File: src/rtl/pbs_pkg.sv
// Shared types and constants for the battle turn sequencer.
package pbs_pkg;

  typedef enum logic [3:0] {
    ST_LOAD     = 4'd0,
    ST_WAIT_GO  = 4'd1,
    ST_P_ROLL   = 4'd2,
    ST_P_APPLY  = 4'd3,
    ST_P_CHECK  = 4'd4,
    ST_AI_ROLL  = 4'd5,
    ST_AI_APPLY = 4'd6,
    ST_AI_CHECK = 4'd7,
    ST_WIN      = 4'd8,
    ST_LOSE     = 4'd9
  } state_t;

  localparam logic TRAINER_PLAYER = 1'b0;
  localparam logic TRAINER_AI     = 1'b1;
  localparam logic TARGET_AI      = 1'b0;
  localparam logic TARGET_PLAYER  = 1'b1;

  // x^4 + x^3 + 1: feedback is the XOR of bits 3 and 2 of a left-shifting register
  localparam logic [3:0] LFSR_TAPS  = 4'b1100;
  localparam logic [3:0] ACC_ALWAYS = 4'hF;

endpackage

File: src/rtl/pbs_lfsr4.sv
// Free-running 4-bit Fibonacci LFSR used for AI move draws and accuracy rolls.
module pbs_lfsr4
  import pbs_pkg::*;
#(
  parameter logic [3:0] SEED = 4'hA
) (
  input  logic       clk,
  input  logic       reset_n,
  output logic [3:0] lfsr
);

  // An all-zero seed would lock the register, so it is replaced by 1.
  localparam logic [3:0] SEED_NZ = (SEED == 4'h0) ? 4'h1 : SEED;

  // Shift left every clock, feeding back the tapped bits.
  always_ff @(posedge clk or negedge reset_n) begin
    if (!reset_n) begin
      lfsr <= SEED_NZ;
    end else begin
      lfsr <= {lfsr[2:0], ^(lfsr & LFSR_TAPS)};
    end
  end

endmodule

File: src/rtl/battle_turn_ctrl.sv
// Per-turn sequencer for the battle datapath: latch moves, roll accuracy,
// strobe damage, detect faint.
//
// state       | meaning
// ------------+---------------------------------------------------
// LOAD        | one-cycle pulse loading initial HPs
// WAIT_GO     | idle; watch HPs, wait for rising edge of go
// P_ROLL      | roll accuracy for the player's move
// P_APPLY     | strobe damage into AI HP if the roll hit
// P_CHECK     | AI fainted -> WIN, else AI attacks
// AI_ROLL     | roll accuracy for the AI's move
// AI_APPLY    | strobe damage into player HP if the roll hit
// AI_CHECK    | player fainted -> LOSE, else count the turn
// WIN / LOSE  | terminal until reset
module battle_turn_ctrl
  import pbs_pkg::*;
#(
  parameter int         HP_W      = 4,
  parameter logic [3:0] LFSR_SEED = 4'hA,
  parameter int         CNT_W     = 8
) (
  input  logic             clk,
  input  logic             reset_n,
  input  logic             go,
  input  logic [1:0]       p_move,
  input  logic [HP_W-1:0]  accu_p,
  input  logic [HP_W-1:0]  accu_ai,
  input  logic [HP_W-1:0]  p_hp,
  input  logic [HP_W-1:0]  ai_hp,
  output logic             load_ai_hp,
  output logic             active_trainer,
  output logic             target,
  output logic             apply_ai_damage,
  output logic             apply_p_damage,
  output logic [1:0]       ai_move,
  output logic [1:0]       p_move_q,
  output logic [HP_W-1:0]  roll,
  output logic             hit,
  output logic             busy,
  output logic             victory,
  output logic             loss,
  output logic [CNT_W-1:0] turn_count,
  output logic [3:0]       state_dbg
);

  state_t          state_q, state_d;
  logic            go_q;
  logic            go_rise;
  logic [3:0]      lfsr;
  logic            latch_turn;
  logic            do_roll;
  logic            count_turn;
  logic [HP_W-1:0] roll_acc;
  logic [HP_W-1:0] roll_next;
  logic            hit_next;

  pbs_lfsr4 #(.SEED(LFSR_SEED)) u_lfsr (
    .clk     (clk),
    .reset_n (reset_n),
    .lfsr    (lfsr)
  );

  assign go_rise   = go & ~go_q;
  assign roll_acc  = (state_q == ST_AI_ROLL) ? accu_ai : accu_p;
  assign roll_next = HP_W'(lfsr);
  // Full accuracy always hits; zero accuracy can never satisfy the compare.
  assign hit_next  = (roll_acc == HP_W'(ACC_ALWAYS)) | (roll_next < roll_acc);
  assign state_dbg = state_q;

  // State register.
  always_ff @(posedge clk or negedge reset_n) begin
    if (!reset_n) begin
      state_q <= ST_LOAD;
    end else begin
      state_q <= state_d;
    end
  end

  // Next-state decode and datapath enables.
  always_comb begin
    state_d    = state_q;
    latch_turn = 1'b0;
    do_roll    = 1'b0;
    count_turn = 1'b0;
    case (state_q)
      ST_LOAD:    state_d = ST_WAIT_GO;
      ST_WAIT_GO: begin
        // Player faint outranks AI faint when both are already zero.
        if (p_hp == '0) begin
          state_d = ST_LOSE;
        end else if (ai_hp == '0) begin
          state_d = ST_WIN;
        end else if (go_rise) begin
          state_d    = ST_P_ROLL;
          latch_turn = 1'b1;
        end
      end
      ST_P_ROLL: begin
        state_d = ST_P_APPLY;
        do_roll = 1'b1;
      end
      ST_P_APPLY: state_d = ST_P_CHECK;
      ST_P_CHECK: state_d = (ai_hp == '0) ? ST_WIN : ST_AI_ROLL;
      ST_AI_ROLL: begin
        state_d = ST_AI_APPLY;
        do_roll = 1'b1;
      end
      ST_AI_APPLY: state_d = ST_AI_CHECK;
      ST_AI_CHECK: begin
        if (p_hp == '0) begin
          state_d = ST_LOSE;
        end else begin
          state_d    = ST_WAIT_GO;
          count_turn = 1'b1;
        end
      end
      ST_WIN:  state_d = ST_WIN;
      ST_LOSE: state_d = ST_LOSE;
      default: state_d = ST_LOAD;
    endcase
  end

  // Moore output decode.
  always_comb begin
    load_ai_hp      = 1'b0;
    active_trainer  = TRAINER_PLAYER;
    target          = TARGET_AI;
    apply_ai_damage = 1'b0;
    apply_p_damage  = 1'b0;
    busy            = 1'b1;
    victory         = 1'b0;
    loss            = 1'b0;
    case (state_q)
      ST_LOAD:    load_ai_hp = 1'b1;
      ST_WAIT_GO: busy = 1'b0;
      ST_P_APPLY: apply_ai_damage = hit;
      ST_AI_ROLL, ST_AI_CHECK: begin
        active_trainer = TRAINER_AI;
        target         = TARGET_PLAYER;
      end
      ST_AI_APPLY: begin
        active_trainer = TRAINER_AI;
        target         = TARGET_PLAYER;
        apply_p_damage = hit;
      end
      ST_WIN: begin
        busy    = 1'b0;
        victory = 1'b1;
      end
      ST_LOSE: begin
        busy = 1'b0;
        loss = 1'b1;
      end
      default: ;
    endcase
    // Reset parks the FSM in LOAD; keep the LOAD-derived outputs quiet until release
    // so the HP load pulse only fires once the design is running.
    if (!reset_n) begin
      load_ai_hp = 1'b0;
      busy       = 1'b0;
    end
  end

  // Turn registers: edge detect, move latches, roll result, turn counter.
  always_ff @(posedge clk or negedge reset_n) begin
    if (!reset_n) begin
      go_q       <= 1'b1;
      p_move_q   <= '0;
      ai_move    <= '0;
      roll       <= '0;
      hit        <= 1'b0;
      turn_count <= '0;
    end else begin
      go_q <= go;
      if (latch_turn) begin
        p_move_q <= p_move;
        ai_move  <= lfsr[1:0];
      end
      if (do_roll) begin
        roll <= roll_next;
        hit  <= hit_next;
      end
      if (count_turn && (turn_count != '1)) begin
        turn_count <= turn_count + CNT_W'(1);
      end
    end
  end

endmodule
File: config.mk
export PLATFORM = sky130hd
export DESIGN_NAME = battle_turn_ctrl
export DESIGN_NICKNAME = d
export VERILOG_FILES = /design/src/rtl/pbs_pkg.sv /design/src/rtl/pbs_lfsr4.sv /design/src/rtl/battle_turn_ctrl.sv
export SDC_FILE = /design/constraint.sdc
export NUM_CORES = 1
export LEC_CHECK = 0
export ABC_AREA = 1
export CORE_MARGIN = 4
export CORE_UTILIZATION = 56
export CTS_CLUSTER_SIZE = 12
export DETAILED_ROUTE_END_ITERATION = 7
export DONT_BUFFER_PORTS = 1
export GPL_TIMING_DRIVEN = 0
export PLACE_DENSITY = 0.74
export SETUP_SLACK_MARGIN = 0.15
export SLEW_MARGIN = 20
export SYNTH_ARGS = -nofsm -noshare
export SYNTH_HDL_FRONTEND = slang
export SYNTH_SLANG_ARGS = --single-unit
File: constraint.sdc
create_clock -name clk -period 1.47 [get_ports clk]
set_input_delay 0.294 -clock clk [delete_from_list [all_inputs] [get_ports clk]]
set_output_delay 0.294 -clock clk [all_outputs]
set_load 0.01 [all_outputs]
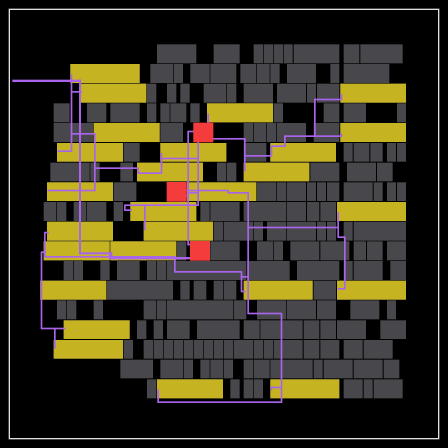
*Routed clock nets over the placement, run 1*
Purple shows clock wires, length 329 um. Yellow shows flip-flops, count 26. Red shows clock drivers, count 3.
There are 4 routed clock nets.

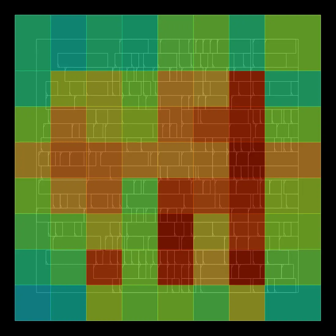
*Routing congestion, run 1*
GRT met2 Usage: 39.59%
wire length per cell after detailed routing: 17.37 um
met1 Resource Use GR: 24.96%
Most Crowded Layer GR: met2

==> run_results.csv, run 1 <==
group,metric,value,unit
detailed_routing,drt_iter0_markers,72,
sta,max_freq,0.5598,GHz
setup_path,timing.critical_path.to,"p_move_q[1]",
die,std_cell_rows,18,
sta,final-setup-viol-count,23,
die,floorplan.die_area,0.003491,mm^2
yosys,total_of_flip_flops_plus_latches_after_synthesis,26,
setup_path,crit_buf_inv,4,
die,top_level_i_o_count,50,
yosys,synth_nets,203,
detailed_routing,routedLengthMet1,1.568,mm
grt,first_pass_grt_wire_length,5.796,mm
sta,setup_slack,-0.3162,ns
status,violations,"setup timing",
grt,gr-total-overflow,0,
hold_path,worstHoldEndpoint,"p_move_q[0]",
yosys,post_synth_instance_area,0.001461,mm^2
setup_path,cp_top_family,"flip-flops",
yosys,synthDominantAreaCellType,"sky130_fd_sc_hd__dfrtp_1",
power,power.clock.fraction,13.0,%
setup_path,path_common_cell,"sky130_fd_sc_hd__buf_6",
layout,logic_area,868.3,um^2
layout,largest_register_ffs,8,
die,die.size.x,59.09,um
layout,post-route-cell-area,0.002007,mm^2
yosys,synth.avg_cell_area,8.210,um^2
setup_path,worst_setup_path_end_kind,"flop",
yosys,ys_top_cells_by_count,"44 x sky130_fd_sc_hd__nand2_1, 27 x sky130_fd_sc_hd__inv_1, 23 x sky130_fd_sc_hd__dfrtp_1, 19 x sky130_fd_sc_hd__nor2_1, 9 x sky130_fd_sc_hd__nand3_1",
job,cap_violations,0,
power,pg_clk,505,uW
power,combinationalPowerShare,53.6,%
setup_path,critPathMaxStageDelay,0.55,ns
placed_design,place_congestion,0.8439,
power,vdd.ir_drop.worst,1.372,mV
layout,n_fill_cell,138,
status,status,"complete, but fails checks",
power,sw_frac_of_total,44.74,%
layout,layout.sequential_cells,26,
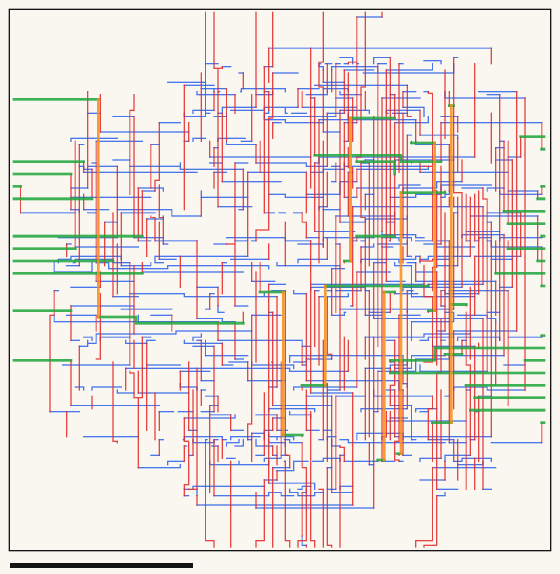
*Wiring by layer, run 1*
The bar under the picture is 20 um long.
Green shows metal 3, wire length 255 um. Orange shows metal 4, wire length 166 um. Blue shows metal 1, wire length 1,570 um. Red shows metal 2, wire length 2,150 um.

## Run 2: what changed since run 1
--- a/config.mk
+++ b/config.mk
@@ -6,13 +6,13 @@
 export NUM_CORES = 1
 export LEC_CHECK = 0
 export ABC_AREA = 1
+export CAP_MARGIN = 40
 export CORE_MARGIN = 4
-export CORE_UTILIZATION = 56
+export CORE_UTILIZATION = 25
 export CTS_CLUSTER_SIZE = 12
 export DETAILED_ROUTE_END_ITERATION = 7
 export DONT_BUFFER_PORTS = 1
 export GPL_TIMING_DRIVEN = 0
-export PLACE_DENSITY = 0.74
 export SETUP_SLACK_MARGIN = 0.15
 export SLEW_MARGIN = 20
 export SYNTH_ARGS = -nofsm -noshare
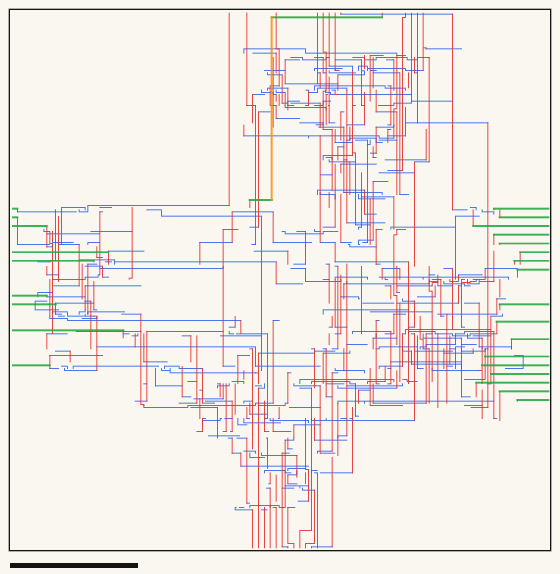
*Wiring by layer, run 2*
The bar under the picture is 20 um long.
Total Routed Length: 3.517 mm
DR vias: 1,200
total track usage: 9.760%
wire length per cell after detailed routing: 12.84 um

==> run 2 against run 1 <==
  * Critical path type unchanged
  * Die size increased by 100%
  * Global-route usage fell by 13 points
  * Critical path depth increased by 2
  * The flow still finishes with violations (setup timing)
==> run_results.csv, run 2 <==
group,metric,value,unit
power,vdd.ir_drop.worst,0.8535,mV
job,cap_violations,0,
yosys,post_synth_instance_area,0.001461,mm^2
status,status,"complete, but fails checks",
grt,grt-busiest-layer,"met2",
yosys,ys_top_cells_by_count,"44 x sky130_fd_sc_hd__nand2_1, 27 x sky130_fd_sc_hd__inv_1, 23 x sky130_fd_sc_hd__dfrtp_1, 19 x sky130_fd_sc_hd__nor2_1, 9 x sky130_fd_sc_hd__nand3_1",
layout,post-route-cell-area,0.001961,mm^2
detailed_routing,routedLengthMet1,1.528,mm
setup_path,worst_setup_path_end_kind,"flop",
grt,gr-total-overflow,0,
placed_design,place_congestion,0.7381,
grt,met1_resource_use_gr,12.54,%
setup_path,cp_top_family,"flip-flops",
die,die.size.x,84.46,um
hold_path,worstHoldEndpoint,"p_move_q[1]",
sta,setup_slack,-0.1987,ns
yosys,total_of_flip_flops_plus_latches_after_synthesis,26,
status,violations,"setup timing",
grt,first_pass_grt_wire_length,5.727,mm
power,sw_frac_of_total,44.79,%
setup_path,critPathMaxStageDelay,0.52,ns
power,pg_clk,462,uW
sta,final-setup-viol-count,18,
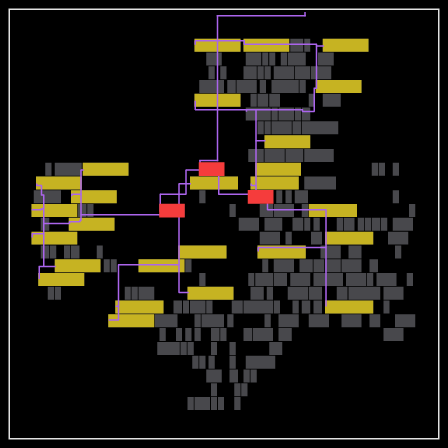
*Routed clock nets over the placement, run 2*
Purple shows clock wires, length 337 um. Red shows clock drivers, count 3. Yellow shows flip-flops, count 26.
There are 4 routed clock nets.

Power is estimated from default activity; no workload was simulated.
